File: src/rtl/booth_pkg.sv
// Shared types and defaults for the Booth multiplier scheduler.
// Holds the controller state encoding and default sizing constants.
package booth_pkg;

  typedef enum logic [1:0] {
    IDLE = 2'd0,
    RUN  = 2'd1,
    DONE = 2'd2
  } state_t;

  localparam int DEF_WIDTH = 8;
  localparam int DEF_NREQ  = 2;

  function automatic int id_w(input int n);
    return (n > 1) ? $clog2(n) : 1;
  endfunction

endpackage

File: src/rtl/booth_step.sv
// One radix-2 Booth iteration: add/sub on {Q[0],q_1},
// then arithmetic right shift of {A,Q,q_1}.
module booth_step #(
  parameter int W = 8
) (
  input  logic [W:0]   i_a,
  input  logic [W-1:0] i_q,
  input  logic         i_q1,
  input  logic [W:0]   i_m,
  output logic [W:0]   o_a,
  output logic [W-1:0] o_q,
  output logic         o_q1
);

  logic [W:0] w_sum;

  always_comb begin
    w_sum = i_a;
    unique case ({i_q[0], i_q1})
      2'b10:   w_sum = i_a - i_m;
      2'b01:   w_sum = i_a + i_m;
      default: w_sum = i_a;
    endcase
  end

  assign o_a  = {w_sum[W], w_sum[W:1]};
  assign o_q  = {w_sum[0], i_q[W-1:1]};
  assign o_q1 = i_q[0];

endmodule

File: src/rtl/booth_mul_sched.sv
// Round-robin shared radix-2 Booth multiplier.
// One op in flight; a bubble IDLE cycle separates ops.
module booth_mul_sched
  import booth_pkg::*;
#(
  parameter  int WIDTH = DEF_WIDTH,
  parameter  int NREQ  = DEF_NREQ,
  localparam int IDW   = id_w(NREQ)
) (
  input  logic                    clk,
  input  logic                    rst_n,
  input  logic [NREQ-1:0]         req_valid,
  output logic [NREQ-1:0]         req_ready,
  input  logic [NREQ*WIDTH-1:0]   req_a,
  input  logic [NREQ*WIDTH-1:0]   req_b,
  output logic                    out_valid,
  input  logic                    out_ready,
  output logic [2*WIDTH-1:0]      out_product,
  output logic [IDW-1:0]          out_id,
  output logic                    busy
);

  localparam int CW = $clog2(WIDTH + 1);

  state_t           r_state;
  logic [CW-1:0]    r_cnt;
  logic [WIDTH:0]   r_a;
  logic [WIDTH-1:0] r_q;
  logic             r_q1;
  logic [WIDTH:0]   r_m;
  logic             r_valid;
  logic [IDW-1:0]   r_id;
  logic [IDW-1:0]   r_last;

  logic [NREQ-1:0]  w_grant;
  logic [IDW-1:0]   w_gidx;
  logic             w_found;
  logic [WIDTH-1:0] w_a;
  logic [WIDTH-1:0] w_b;
  logic [WIDTH:0]   w_na;
  logic [WIDTH-1:0] w_nq;
  logic             w_nq1;

  // Search order starts one past the last granted requester.
  always_comb begin
    w_grant = '0;
    w_gidx  = '0;
    w_found = 1'b0;
    for (int k = 0; k < NREQ; k++) begin
      for (int i = 0; i < NREQ; i++) begin
        if (!w_found && req_valid[i] &&
            (i == (int'(r_last) + 1 + k) % NREQ)) begin
          w_found    = 1'b1;
          w_grant[i] = 1'b1;
          w_gidx     = IDW'(i);
        end
      end
    end
  end

  always_comb begin
    w_a = '0;
    w_b = '0;
    for (int i = 0; i < NREQ; i++) begin
      if (w_grant[i]) begin
        w_a = req_a[i*WIDTH +: WIDTH];
        w_b = req_b[i*WIDTH +: WIDTH];
      end
    end
  end

  booth_step #(
    .W (WIDTH)
  ) u_step (
    .i_a  (r_a),
    .i_q  (r_q),
    .i_q1 (r_q1),
    .i_m  (r_m),
    .o_a  (w_na),
    .o_q  (w_nq),
    .o_q1 (w_nq1)
  );

  always_ff @(posedge clk or negedge rst_n) begin
    if (!rst_n) begin
      r_state <= IDLE;
      r_cnt   <= '0;
      r_a     <= '0;
      r_q     <= '0;
      r_q1    <= 1'b0;
      r_m     <= '0;
      r_valid <= 1'b0;
      r_id    <= '0;
      r_last  <= IDW'(NREQ - 1);
    end else begin
      unique case (r_state)
        IDLE: begin
          if (|w_grant) begin
            r_last  <= w_gidx;
            r_id    <= w_gidx;
            r_a     <= '0;
            r_q     <= w_b;
            r_q1    <= 1'b0;
            r_m     <= {w_a[WIDTH-1], w_a};
            r_cnt   <= CW'(WIDTH);
            r_state <= RUN;
          end
        end
        RUN: begin
          r_a   <= w_na;
          r_q   <= w_nq;
          r_q1  <= w_nq1;
          r_cnt <= r_cnt - CW'(1);
          if (r_cnt == CW'(1)) begin
            r_state <= DONE;
            r_valid <= 1'b1;
          end
        end
        DONE: begin
          if (out_ready) begin
            r_state <= IDLE;
            r_valid <= 1'b0;
          end
        end
        default: begin
          r_state <= IDLE;
          r_valid <= 1'b0;
        end
      endcase
    end
  end

  assign req_ready   = (r_state == IDLE) ? w_grant : '0;
  assign busy        = (r_state != IDLE);
  assign out_valid   = r_valid;
  assign out_product = {r_a[WIDTH-1:0], r_q};
  assign out_id      = r_id;

endmodule
File: config.mk
export PLATFORM = sky130hd
export DESIGN_NAME = booth_mul_sched
export DESIGN_NICKNAME = d
export VERILOG_FILES = /design/src/rtl/booth_pkg.sv /design/src/rtl/booth_step.sv /design/src/rtl/booth_mul_sched.sv
export SDC_FILE = /design/constraint.sdc
export NUM_CORES = 1
export LEC_CHECK = 0
export CAP_MARGIN = 10
export CELL_PAD_IN_SITES_DETAIL_PLACEMENT = 0
export CELL_PAD_IN_SITES_GLOBAL_PLACEMENT = 1
export CORE_MARGIN = 5
export CORE_UTILIZATION = 37
export CTS_CLUSTER_SIZE = 8
export DETAILED_ROUTE_END_ITERATION = 6
export GPL_TIMING_DRIVEN = 0
export PLACE_DENSITY = 0.9
export SETUP_SLACK_MARGIN = 0.4
export SYNTH_ARGS = -nofsm -noshare
export SYNTH_HDL_FRONTEND = slang
export SYNTH_HIERARCHICAL = 1
export SYNTH_SLANG_ARGS = --single-unit
File: constraint.sdc
create_clock -name clk -period 3.6 [get_ports clk]
set_clock_uncertainty 0.2 [all_clocks]
set_input_delay 0.36 -clock clk [delete_from_list [all_inputs] [get_ports clk]]
set_output_delay 0.36 -clock clk [all_outputs]
set_load 0.1 [all_outputs]
Fig. 1: clock network drawn from the DEF
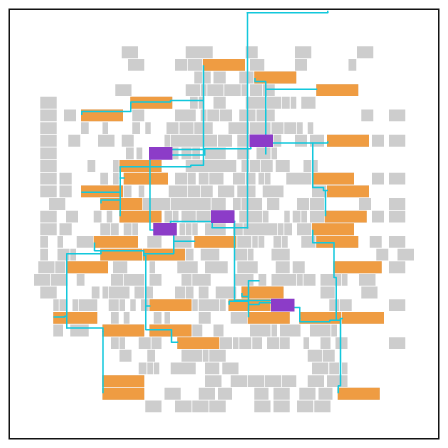
Key: purple = clock-net drivers [count 5]; cyan = clock wires [length 513 um]; orange = flip-flops [count 35]
There are 6 routed clock nets.

Fig. 2: sizing map
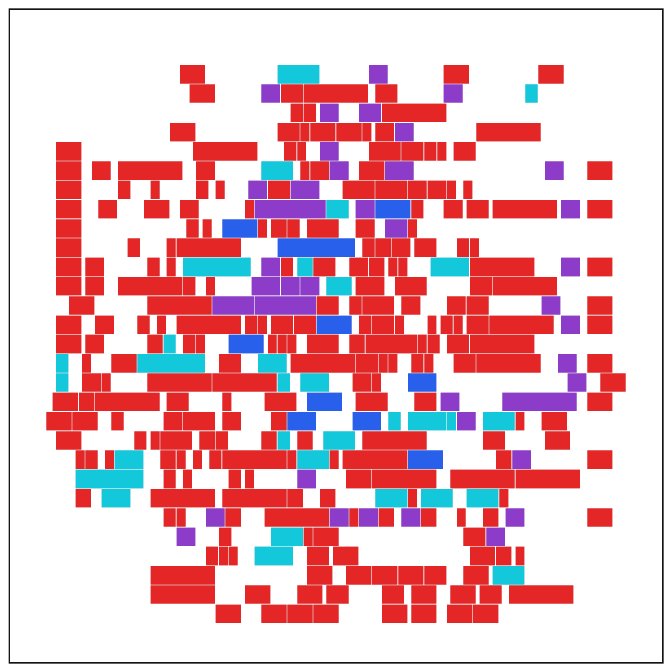
Key: blue = x6 and larger [cells 10]; cyan = x2 [cells 31]; purple = x3 and x4 [cells 39]; red = x1 and smaller [cells 261]

==> impl_metrics.yaml <==
# yosys + openroad results
worst_setup_path:
  critPathSlowestCell: "dfrtp_2"
  startpoint_type: "register"
  cp-end-kind: "register"
  arrival_ns: 3.31
  critical_path.max_fanout: 4
  startpoint: "r_m[2]$_DFFE_PN0P_"
detailed_routing:
  routed_wl_mm: 6.027
  met3WireLength_um: 238
  top_layer: "met4"
  dr.pass1.iters: 4
  wl_met1_mm: 2.793
  via_count: 2113
final_layout:
  fin_area_sq_um: 3418
  fin_util_pct: 52.93
  final_common_cell: "clkdlybuf4s50_1"
  antenna_cells: 0
  ff_latch_area_sq_um: 883.3
  reg.largest.list: "r_a (9), r_m (8), r_q (8)"
  largestClassByArea: "multi-input combinational cells"
  buffer_area_share_pct: 25.18
  nFillCells: 603
global_route:
  grt_overflow: 0
  first_global_vias: 2120
  busiest_layer: "met2"
synthesis:
  ys_area_sq_um: 2490
  yosysMostFrequentCell: "dfrtp_1"
  synth_top_area_share_pct: 34.17
  yosys-top-cells-count: "34 x dfrtp_1, 31 x nand2_1, 20 x buf_4, 20 x o21ai_0, 14 x inv_1"
  edf_count: 0
  topCombFamilyByArea: "AND-OR/OR-AND gates"
  mux_share_pct: 1.307
  ys_seq_share_pct: 35.23
  yosysTopAreaCell: "dfrtp_1"
hold_path:
  hold_class: "reg2reg"
  hp-start: "out_id$_DFFE_PN0P_"
  min_path_cells: 1
placement:
  io_buffers: 57
  gp_congestion: 0.7931
clock_tree:
  postCtsSetupBuffers: 3
  h-tree-depth: 2
sta:
  fin_setup_tns_ns: 0
  setup_ws_ns: 0.3286
outcome:
  run_status: "completed"
floorplanning:
  io_pins: 58
  die_h_um: 92.04
run:
  warnings: 31
Fig. 3: cell classes on the final placement
The bar under the picture is 20 um long.
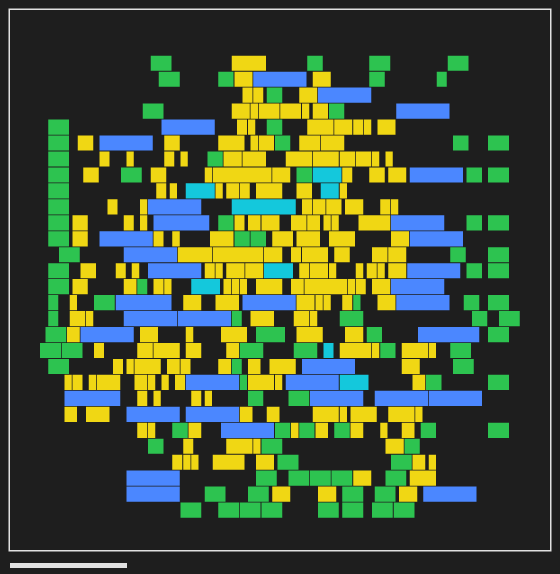
Key: yellow = remaining logic cells [cells 201, share of their area 44%]; green = remaining buffers and delay cells [cells 97, share of their area 26%]; blue = registers [cells 35, share of their area 27%]; cyan = clock drivers and dummy loads [cells 8, share of their area 3.4%]

